==> src/rtl/uart_pkg.sv <==
// uart_pkg: shared definitions for the board UART transmitter and receiver.
//   uart_tx_state_e   : transmit FSM states
//   UART_DATA_BITS    : data bits per 8N1 frame
//   UART_CLKS_PER_BIT : default design-clock cycles per bit (50 MHz / 115200)
package uart_pkg;

  typedef enum logic [1:0] {IDLE, START, DATA, STOP} uart_tx_state_e;

  localparam int UART_DATA_BITS    = 8;
  localparam int UART_CLKS_PER_BIT = 434;

endpackage

==> src/rtl/uart_tx_if.sv <==
// uart_tx_if: valid/ready byte stream from the pixel pipeline into the UART.
//   in_data  : byte to transmit
//   in_valid : in_data is valid (driven by the master)
//   in_ready : receiver can accept (driven by the slave)
// A byte moves on any clock edge where in_valid && in_ready.
interface uart_tx_if;
  import uart_pkg::*;

  logic [UART_DATA_BITS-1:0] in_data;
  logic                      in_valid;
  logic                      in_ready;

  modport master (output in_data, output in_valid, input in_ready);
  modport slave  (input in_data, input in_valid, output in_ready);

endinterface

==> src/rtl/uart_tx_sync_fifo.sv <==
// sync_fifo: single-clock show-ahead FIFO, reusable by transmitter and receiver.
//   clk, rst_n : clock and synchronous active-low reset (empties the FIFO)
//   push       : write wr_data (ignored while full)
//   wr_data    : write data
//   pop        : discard the head entry (ignored while empty)
//   rd_data    : head entry, valid whenever empty is low
//   full/empty : occupancy flags
//   count      : number of stored entries, 0..DEPTH
module sync_fifo #(
  parameter int WIDTH = 8,
  parameter int DEPTH = 16
) (
  input  logic                   clk,
  input  logic                   rst_n,
  input  logic                   push,
  input  logic [WIDTH-1:0]       wr_data,
  input  logic                   pop,
  output logic [WIDTH-1:0]       rd_data,
  output logic                   full,
  output logic                   empty,
  output logic [$clog2(DEPTH):0] count
);

  localparam int AW = $clog2(DEPTH);

  logic [WIDTH-1:0] mem [DEPTH];
  logic [AW-1:0]    wr_ptr_reg;
  logic [AW-1:0]    rd_ptr_reg;
  logic [AW:0]      count_reg;
  logic             do_push;
  logic             do_pop;

  assign full    = (count_reg == (AW+1)'(DEPTH));
  assign empty   = (count_reg == '0);
  assign count   = count_reg;
  assign do_push = push && !full;
  assign do_pop  = pop && !empty;

  // The head is read combinationally so a pop can load it on the same edge.
  assign rd_data = mem[rd_ptr_reg];

  // Storage carries no reset; the pointers alone define what is valid.
  always_ff @(posedge clk) begin
    if (do_push) begin
      mem[wr_ptr_reg] <= wr_data;
    end
  end

  // Pointers wrap naturally because DEPTH is a power of two.
  always_ff @(posedge clk) begin
    if (!rst_n) begin
      wr_ptr_reg <= '0;
      rd_ptr_reg <= '0;
      count_reg  <= '0;
    end else begin
      if (do_push) wr_ptr_reg <= wr_ptr_reg + AW'(1);
      if (do_pop)  rd_ptr_reg <= rd_ptr_reg + AW'(1);
      case ({do_push, do_pop})
        2'b10:   count_reg <= count_reg + (AW+1)'(1);
        2'b01:   count_reg <= count_reg - (AW+1)'(1);
        default: count_reg <= count_reg;
      endcase
    end
  end

endmodule

==> src/rtl/uart_tx.sv <==
// uart_tx: buffers bytes in a FIFO and sends them as 8N1 frames on txd.
//   clk, rst_n : design clock and synchronous active-low reset
//   in_if      : byte stream in (slave side of uart_tx_if)
//   cts        : host clear-to-send, asynchronous, active-low; sampled only
//                when a frame is about to start
//   txd        : serial line, idle high, registered
//   busy       : frame on the line or bytes still queued
module uart_tx
  import uart_pkg::*;
#(
  parameter int CLKS_PER_BIT = UART_CLKS_PER_BIT,
  parameter int FIFO_DEPTH   = 16
) (
  input  logic       clk,
  input  logic       rst_n,
  uart_tx_if.slave   in_if,
  input  logic       cts,
  output logic       txd,
  output logic       busy
);

  localparam int CNT_W = $clog2(CLKS_PER_BIT);
  localparam int IDX_W = $clog2(UART_DATA_BITS);

  uart_tx_state_e            state_reg, state_next;
  logic [CNT_W-1:0]          baud_reg, baud_next;
  logic [IDX_W-1:0]          idx_reg, idx_next;
  logic [UART_DATA_BITS-1:0] shift_reg, shift_next;
  logic                      txd_reg, txd_next;
  logic                      cts_meta_reg, cts_s_reg;
  logic                      ready_reg;

  logic                      fifo_push, fifo_pop, fifo_full, fifo_empty;
  logic [UART_DATA_BITS-1:0] fifo_head;
  logic [$clog2(FIFO_DEPTH):0] fifo_count;
  logic                      bit_last, can_start;

  // ready_reg keeps in_ready low through reset and for the release edge.
  assign in_if.in_ready = ready_reg && !fifo_full;
  assign fifo_push      = in_if.in_valid && in_if.in_ready;

  sync_fifo #(
    .WIDTH (UART_DATA_BITS),
    .DEPTH (FIFO_DEPTH)
  ) u_fifo (
    .clk     (clk),
    .rst_n   (rst_n),
    .push    (fifo_push),
    .wr_data (in_if.in_data),
    .pop     (fifo_pop),
    .rd_data (fifo_head),
    .full    (fifo_full),
    .empty   (fifo_empty),
    .count   (fifo_count)
  );

  assign bit_last  = (baud_reg == CNT_W'(CLKS_PER_BIT - 1));
  assign can_start = !fifo_empty && !cts_s_reg;
  assign txd       = txd_reg;
  assign busy      = (state_reg != IDLE) || (fifo_count != '0);

  always_ff @(posedge clk) begin
    if (!rst_n) begin
      state_reg    <= IDLE;
      baud_reg     <= '0;
      idx_reg      <= '0;
      shift_reg    <= '0;
      txd_reg      <= 1'b1;
      cts_meta_reg <= 1'b1;
      cts_s_reg    <= 1'b1;
      ready_reg    <= 1'b0;
    end else begin
      state_reg    <= state_next;
      baud_reg     <= baud_next;
      idx_reg      <= idx_next;
      shift_reg    <= shift_next;
      txd_reg      <= txd_next;
      cts_meta_reg <= cts;
      cts_s_reg    <= cts_meta_reg;
      ready_reg    <= 1'b1;
    end
  end

  always_comb begin
    state_next = state_reg;
    baud_next  = baud_reg;
    idx_next   = idx_reg;
    shift_next = shift_reg;
    fifo_pop   = 1'b0;

    case (state_reg)
      IDLE: begin
        baud_next = '0;
        if (can_start) begin
          fifo_pop   = 1'b1;
          shift_next = fifo_head;
          state_next = START;
        end
      end
      START: begin
        if (bit_last) begin
          baud_next  = '0;
          idx_next   = '0;
          state_next = DATA;
        end else begin
          baud_next = baud_reg + CNT_W'(1);
        end
      end
      DATA: begin
        if (bit_last) begin
          baud_next  = '0;
          shift_next = shift_reg >> 1;
          if (idx_reg == IDX_W'(UART_DATA_BITS - 1)) begin
            state_next = STOP;
          end else begin
            idx_next = idx_reg + IDX_W'(1);
          end
        end else begin
          baud_next = baud_reg + CNT_W'(1);
        end
      end
      STOP: begin
        if (bit_last) begin
          baud_next = '0;
          // Chain straight into the next start bit when another byte may go.
          if (can_start) begin
            fifo_pop   = 1'b1;
            shift_next = fifo_head;
            state_next = START;
          end else begin
            state_next = IDLE;
          end
        end else begin
          baud_next = baud_reg + CNT_W'(1);
        end
      end
      default: state_next = IDLE;
    endcase

    // txd is registered from the upcoming state so a pop on edge N
    // drives the start bit from edge N.
    case (state_next)
      START:   txd_next = 1'b0;
      DATA:    txd_next = shift_next[0];
      default: txd_next = 1'b1;
    endcase
  end

endmodule

==> src/flat_wrapper.sv <==
// flat-port wrapper written by rule: the top's interface ports become plain ports
module uart_tx_flat import uart_pkg::*;
#(
  parameter int CLKS_PER_BIT = UART_CLKS_PER_BIT,
  parameter int FIFO_DEPTH   = 16
)
  (clk, rst_n, cts, txd, busy, in_if_in_data, in_if_in_valid, in_if_in_ready);
  uart_tx_if in_if_i ();
  input  logic clk;
  input  logic rst_n;
  input  logic cts;
  output logic txd;
  output logic busy;
  input wire logic [$bits(in_if_i.in_data)-1:0] in_if_in_data;
  input wire logic [$bits(in_if_i.in_valid)-1:0] in_if_in_valid;
  output wire logic [$bits(in_if_i.in_ready)-1:0] in_if_in_ready;
  assign in_if_i.in_data = in_if_in_data;
  assign in_if_i.in_valid = in_if_in_valid;
  assign in_if_in_ready = in_if_i.in_ready;
  uart_tx #(.CLKS_PER_BIT(CLKS_PER_BIT), .FIFO_DEPTH(FIFO_DEPTH)) u_core (.clk(clk), .rst_n(rst_n), .in_if(in_if_i), .cts(cts), .txd(txd), .busy(busy));
endmodule
==> config.mk <==
export PLATFORM = sky130hd
export DESIGN_NAME = uart_tx_flat
export DESIGN_NICKNAME = d
export VERILOG_FILES = /design/src/rtl/uart_pkg.sv /design/src/rtl/uart_tx_if.sv /design/src/rtl/uart_tx_sync_fifo.sv /design/src/rtl/uart_tx.sv /design/src/flat_wrapper.sv
export SDC_FILE = /design/constraint.sdc
export NUM_CORES = 1
export LEC_CHECK = 0
export ABC_AREA = 1
export CORE_ASPECT_RATIO = 2
export CORE_MARGIN = 4
export CORE_UTILIZATION = 50
export DETAILED_ROUTE_END_ITERATION = 10
export HOLD_SLACK_MARGIN = 0.06
export PLACE_DENSITY = 0.74
export RECOVER_POWER = 25
export SLEW_MARGIN = 20
export SYNTH_ARGS = -nofsm -noshare
export SYNTH_HDL_FRONTEND = slang
export SYNTH_SLANG_ARGS = --single-unit
==> constraint.sdc <==
create_clock -name clk -period 3.95 [get_ports clk]
set_clock_uncertainty 0.2 [all_clocks]
set_input_delay 0.395 -clock clk [delete_from_list [all_inputs] [get_ports clk]]
set_output_delay 0.395 -clock clk [all_outputs]
set_load 0.005 [all_outputs]
**Run 1: local utilization**

Bar = 20 um. The die is cut into 9 by 18 equal tiles; black is low, pale yellow is high, 0 to 100% covered.
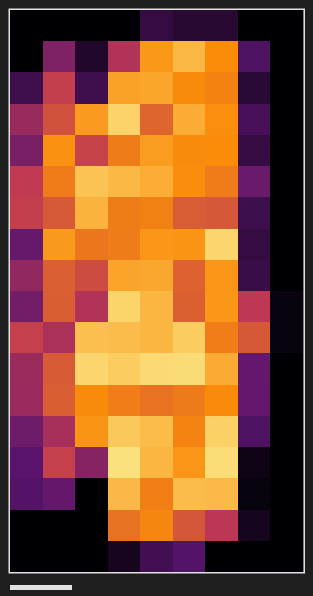
fullest tile: 94%
mean over tiles: 47%
tiles over 75% full: 28%
densest ninth of the die: center
FP Util: 0.5143
Post-Route Utilization: 0.5669

**Run 1: the metal 2 layer**

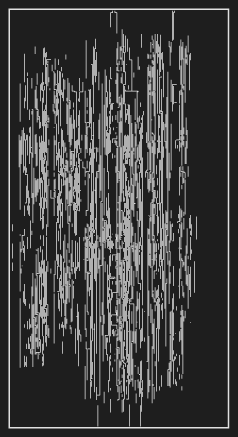
nets with wire on the layer: 611
main direction: vertical
Routed WL: 15.99 mm
grt met2 use: 0.3716
DR vias: 5,132

==> flow_summary.yaml, run 1 <==
# generated from flow reports
sta:
  setup_tns_ns: 0
  setup_ws_ns: 1.154
  fmax_mhz: 357.7
  post-route-period-util: 0.7077
  rsz0062_at_grt: "false"
  final_hold_viol_count: 0
  drv_slew: 0
  slew_headroom: 0.3684
  finalSetupViolCount: 0
setup_path:
  crit_family: "adder cells"
  cp_max_fo: 7
  slowest_delay_ns: 0.44
  rr_endpoint: "u_core.u_fifo.count[4]$_SDFFE_PN0P_"
  cp_slowest_cell: "dfxtp_1"
  path_depth: 15
  critPathCaptureType: "register"
  worst_ep_arrival_time_ns: 2.88
  worstSetupPathType: "reg -> reg"
  path_buffers: 3
  crit_chain: "inv_1, ha_1, nor2_2, nand2_1, inv_1, ha_1, ha_1, inv_1, nor2_2, nor2_1, nand2_1, nand2_1, nand2_1, nand2_1, a21oi_2"
  r2r_start: "u_core.state_reg[1]$_SDFF_PN0_"
  reg2reg_depth: 15
  cp-startpoint: "u_core.state_reg[1]$_SDFF_PN0_"
  critPathRequiredTime_ns: 4.03
  cp_common_cell: "nand2_1"
synthesis:
  ff_type: "edfxtp_1"
  synth_cell_types: 39
  netlist_instances: 702
  yosys_warnings: 0
  synth_top_cell_by_count: "nor2_1"
  yosys-top-cells-count: "142 x nor2_1, 128 x edfxtp_1, 70 x nand2_1"
  mux_share: 0
  simple_gate_area_frac: 0.1646
  synth-xor-area-share: 0.008262
  ys.flops: 171
  ys_sh_adder: 0.03035
  synth_nets: 732
finish:
  final_common_cell: "nor2_1"
  area_growth_pct: 10.22
  seq_share: 0.5753
  most-common-layout-cells: "142 x nor2_1, 128 x edfxtp_1, 70 x nand2_1"
  final_nets: 739
  comb_share: 0.2865
  buf_share: 0.01897
  largest_cell_class: "registers"
  final_cells: 914
  flops: 171
route:
  wl_met3_um: 620
  dr.max_layer_used: "met4"
  route.detailed.drc: 1
  wl_per_cell_um: 17.50
  drt-pass1-iter-count: 9
  via_per_inst: 5.615
  postRouteAntennaNets: 0
  wl_met2_mm: 9.131
placement:
  io_buffer_count: 14
  place_ws_ns: 1.180
  hpwl_mm: 10.86
clock_tree:
  cts.clk_slew.worst_paths_ns: 0.06
  clock_sinks: 171
  cts_buffer_depth: 2
  postCtsResizedCells: 0
  root_buffer: "clkbuf_16"
  cts_htree_levels: 4
  cts_buffers: 17
  cts_tree: "done"
outcome:
  status: "finished, violations left"
  violations: "DRC"
floorplanning:
  rows: 62
  core_mm2: 0.01443
  pin_count: 15
  die.size.y_um: 180.3
  chipArea_mm2: 0.01697
  die_x_um: 94.15
pwr:
  power_leakage_nw: 2.878
  comb_power_share: 0.069
  powerComb_uw: 260
  p_clk_frac: 0.403
  p_switching_uw: 884.1
  pg_clk_mw: 1.51
  cell_internal_pwr_mw: 2.868
  finalPower_mw: 3.752
  swShare: 0.2356
run:
  cap_violations: 0
  warning_count: 35
global_route:
  grt_use_total: 0.1974
  grt_pass1_wl_mm: 25.51
  antenna_found_initial: 0
hold_path:
  hold-path-cell-count: 1
  worstHoldEndpoint: "u_core.cts_s_reg$_SDFF_PN1_"
**Run 1: metal 1**

Bar = 20 um.
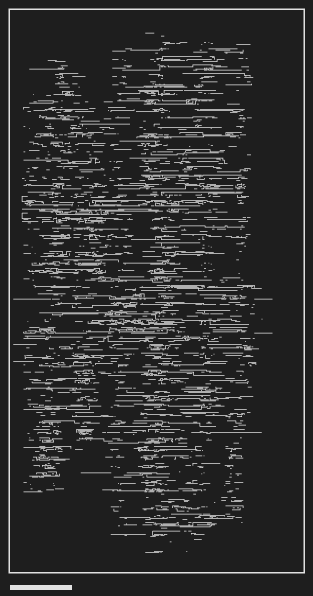
nets with wire on the layer: 684
main direction: horizontal
share of all routed wire: 35%
longest straight run: 23.5 um
wire length on this layer: 5,580 um
GR Util met1: 0.1975

**Run 1: wiring heat map**

Bar = 20 um. The die is cut into 19 by 36 equal tiles; black is low, pale yellow is high, scaled to the fullest tile. Values are wire area over tile area, all layers added.
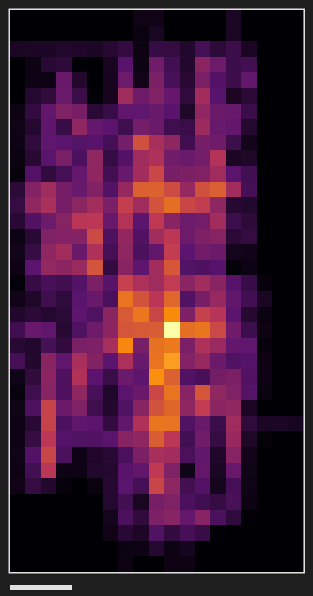

==> inputs of run 2 (changes only) <==
- clock period: 3.95 -> 2.7 ns (I/O delays scaled with it)
**Run 2: wiring heat map**

Bar = 20 um. The die is cut into 19 by 36 equal tiles; black is low, pale yellow is high, scaled to the fullest tile. Values are wire area over tile area, all layers added.
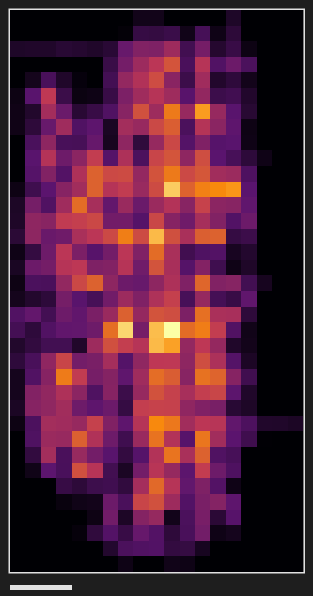
tiles over half the peak: 14%
fullest tile: 0.67
mean over tiles: 0.16
densest ninth of the die: center
nearly empty tiles: 27%
routed len/inst: 17.87 um
Routed WL: 16.85 mm

==> run 2 against run 1 <==
  * The flow now finishes without violations
  * Final cell count grew 3.2%
  * Register-to-register slack worse by 0.96 ns
  * Combinational power rose by 56%
  * Core utilization rose by 2.4 points
  * Routed wire length grew 5.4%
  * Worst hold slack worse by 0.026 ns
  * Critical endpoint unchanged
==> flow_summary.yaml, run 2 <==
# generated from flow reports
clock_tree:
  clock_sinks: 171
  root_buffer: "clkbuf_16"
  cts_hold_buf: 0
  cts_htree_levels: 4
  cts.clk_slew.worst_paths_ns: 0.07
  cts_buffers: 17
  postCtsResizedCells: 0
  clk_latency_ns: 0.44
  postCtsSetupBuffers: 0
  cts_buffer_depth: 2
  cts_tree: "done"
pwr:
  cell_internal_pwr_mw: 4.494
  finalPower_mw: 5.853
  p_switching_mw: 1.359
  comb_power_share: 0.069
  vdd_drop_max_uv: 524.9
  powerComb_uw: 406
  seqPwrFrac: 0.494
  swShare: 0.2323
  pwr_density_cell_mw_per_mm2: 686.4
  p_clk_frac: 0.436
  pg_clk_mw: 2.55
  powerSeq_mw: 2.89
  power_leakage_nw: 3.083
finish:
  final_cells: 943
  largest_cell_class: "registers"
  comb_share: 0.2772
  final_nets: 768
  area_growth_pct: 14.90
  flops: 171
  regArea_mm2: 0.004708
  most-common-layout-cells: "142 x nor2_1, 128 x edfxtp_1, 70 x nand2_1"
  buf_share: 0.04622
  final_common_cell: "nor2_1"
  clock_area_frac: 0.07351
  antenna_cells: 0
  utilization: 0.5910
  nClkBuffers: 17
  combGateArea_mm2: 0.002364
  drive_above_1_share: 0.1252
  largest_reg_flops: 128
  num-nonclk-buffers: 45
  seq_share: 0.5522
  final_area_mm2: 0.008527
  nFillCells: 1140
  n_all_inverters: 51
setup_path:
  slowest_delay_ns: 0.37
  critPathRequiredTime_ns: 2.85
  path_buffers: 3
  cp-startpoint: "u_core.state_reg[0]$_SDFF_PN0_"
  worstSetupPathType: "reg -> reg"
  endpoint: "u_core.u_fifo.count[4]$_SDFFE_PN0P_"
  reg2reg_depth: 16
  crit_family: "adder cells"
  cp_max_fo: 5
  rr_endpoint: "u_core.u_fifo.count[4]$_SDFFE_PN0P_"
  cp_common_cell: "nand2_1"
  critPathCaptureType: "register"
  path_depth: 16
  r2r_start: "u_core.state_reg[0]$_SDFF_PN0_"
  worst_ep_arrival_time_ns: 2.66
  cp-start-kind: "register"
  r2r_setup_slack_ns: 0.19
  cp_slowest_cell: "dfxtp_2"
  crit_chain: "inv_1, ha_1, nor2_2, nand2_1, inv_1, ha_4, xor2_2, ha_1, inv_1, nand2_1, nand2_2, nand2_1, nand2_1, nand2_1, nand2_1, a21oi_2"
route:
  drt-pass1-iter-count: 5
  route.detailed.drc: 0
  wl_met2_mm: 9.463
  via_per_inst: 5.596
  postRouteAntennaNets: 0
  met1_length_mm: 5.984
  dr.max_layer_used: "met4"
  wl_met3_um: 704
  drt-initial-drc-count: 477
global_route:
  grt_busiest_layer: "met2"
  grt_max_degree: 65
  globalRouteOverflowTotal: 0
  grt_use_total: 0.2101
  use_met2: 0.3864
  grt_pass1_wl_mm: 27.08
  antenna_found_initial: 0
  grt_pass1_vias: 5441
floorplanning:
  tapcell.inserted: 192
  core_mm2: 0.01443
  die.size.y_um: 180.3
  rows: 62
  initial_utilization: 0.5143
  chipArea_mm2: 0.01697
  pin_count: 15
  die_x_um: 94.15
synthesis:
  aoi_share: 0.1126
  yosysTopAreaCell: "edfxtp_1"
  simple_gate_area_frac: 0.1646
  topCellsByArea: "edfxtp_1 52%, dfxtp_1 12%, nor2_1 7.2%, o21ai_0 4.5%, nand2_1 3.5%"
  mux_share: 0
  ys_sh_adder: 0.03035
  synth_top_cell_by_count: "nor2_1"
  yosys_warnings: 0
  ys_area_mm2: 0.007421
  ff_type: "edfxtp_1"
  edf_count: 128
  synth-xor-area-share: 0.008262
  syn_area_mm2: 0.007421
  avgSynthCellArea_um2: 10.57
  synth_top_area_share: 0.5180
  ys.flops: 171
  netlist_instances: 702
  synth_cell_types: 39
  synth_nets: 732
  ys_top_logic_family: "simple AND/OR/NAND/NOR gates"
  yosys-top-cells-count: "142 x nor2_1, 128 x edfxtp_1, 70 x nand2_1"
  ys_async_sr_fraction: 0
  ys_cells: 702
placement:
  hpwl_mm: 11.30
  place_ws_ns: 0.02780
  dpl_cell_area_mm2: 0.007881
  place_congestion: 0.8547
  io_buffer_count: 14
  dp.cells: 911
run:
  warning_count: 35
  cap_violations: 0
sta:
  layout_min_cycle_time_ns: 2.506
  finalSetupViolCount: 0
  final_hold_viol_count: 0
  post-route-period-util: 0.9280
  whs_ns: 0.1992
  slew_headroom: 0.5136
  setup_ws_ns: 0.1944
  tightestPinTransition_ns: 0.7288
  rsz0062_at_grt: "false"
  fmax_mhz: 399.1
  setup_tns_ns: 0
  drv_slew: 0
hold_path:
  hp-start: "cts"
  hold_class: "in -> reg"
  hold-path-cell-count: 2
  worstHoldEndpoint: "u_core.cts_meta_reg$_SDFF_PN1_"
outcome:
  status: "finished clean"
**Run 2: metal 1**

Bar = 20 um.
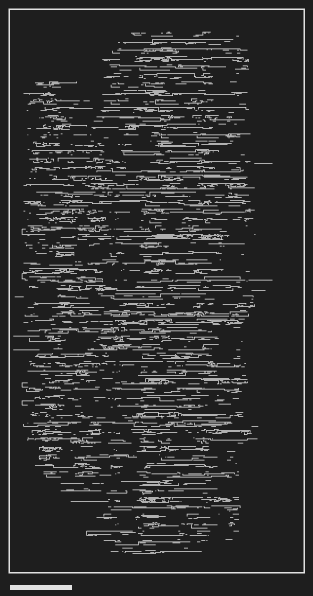
wire length on this layer: 5,980 um
share of all routed wire: 36%
DR vias: 5,277
GR Util met1: 0.2177

No activity file was given, so power comes from the tool's default toggle rates.
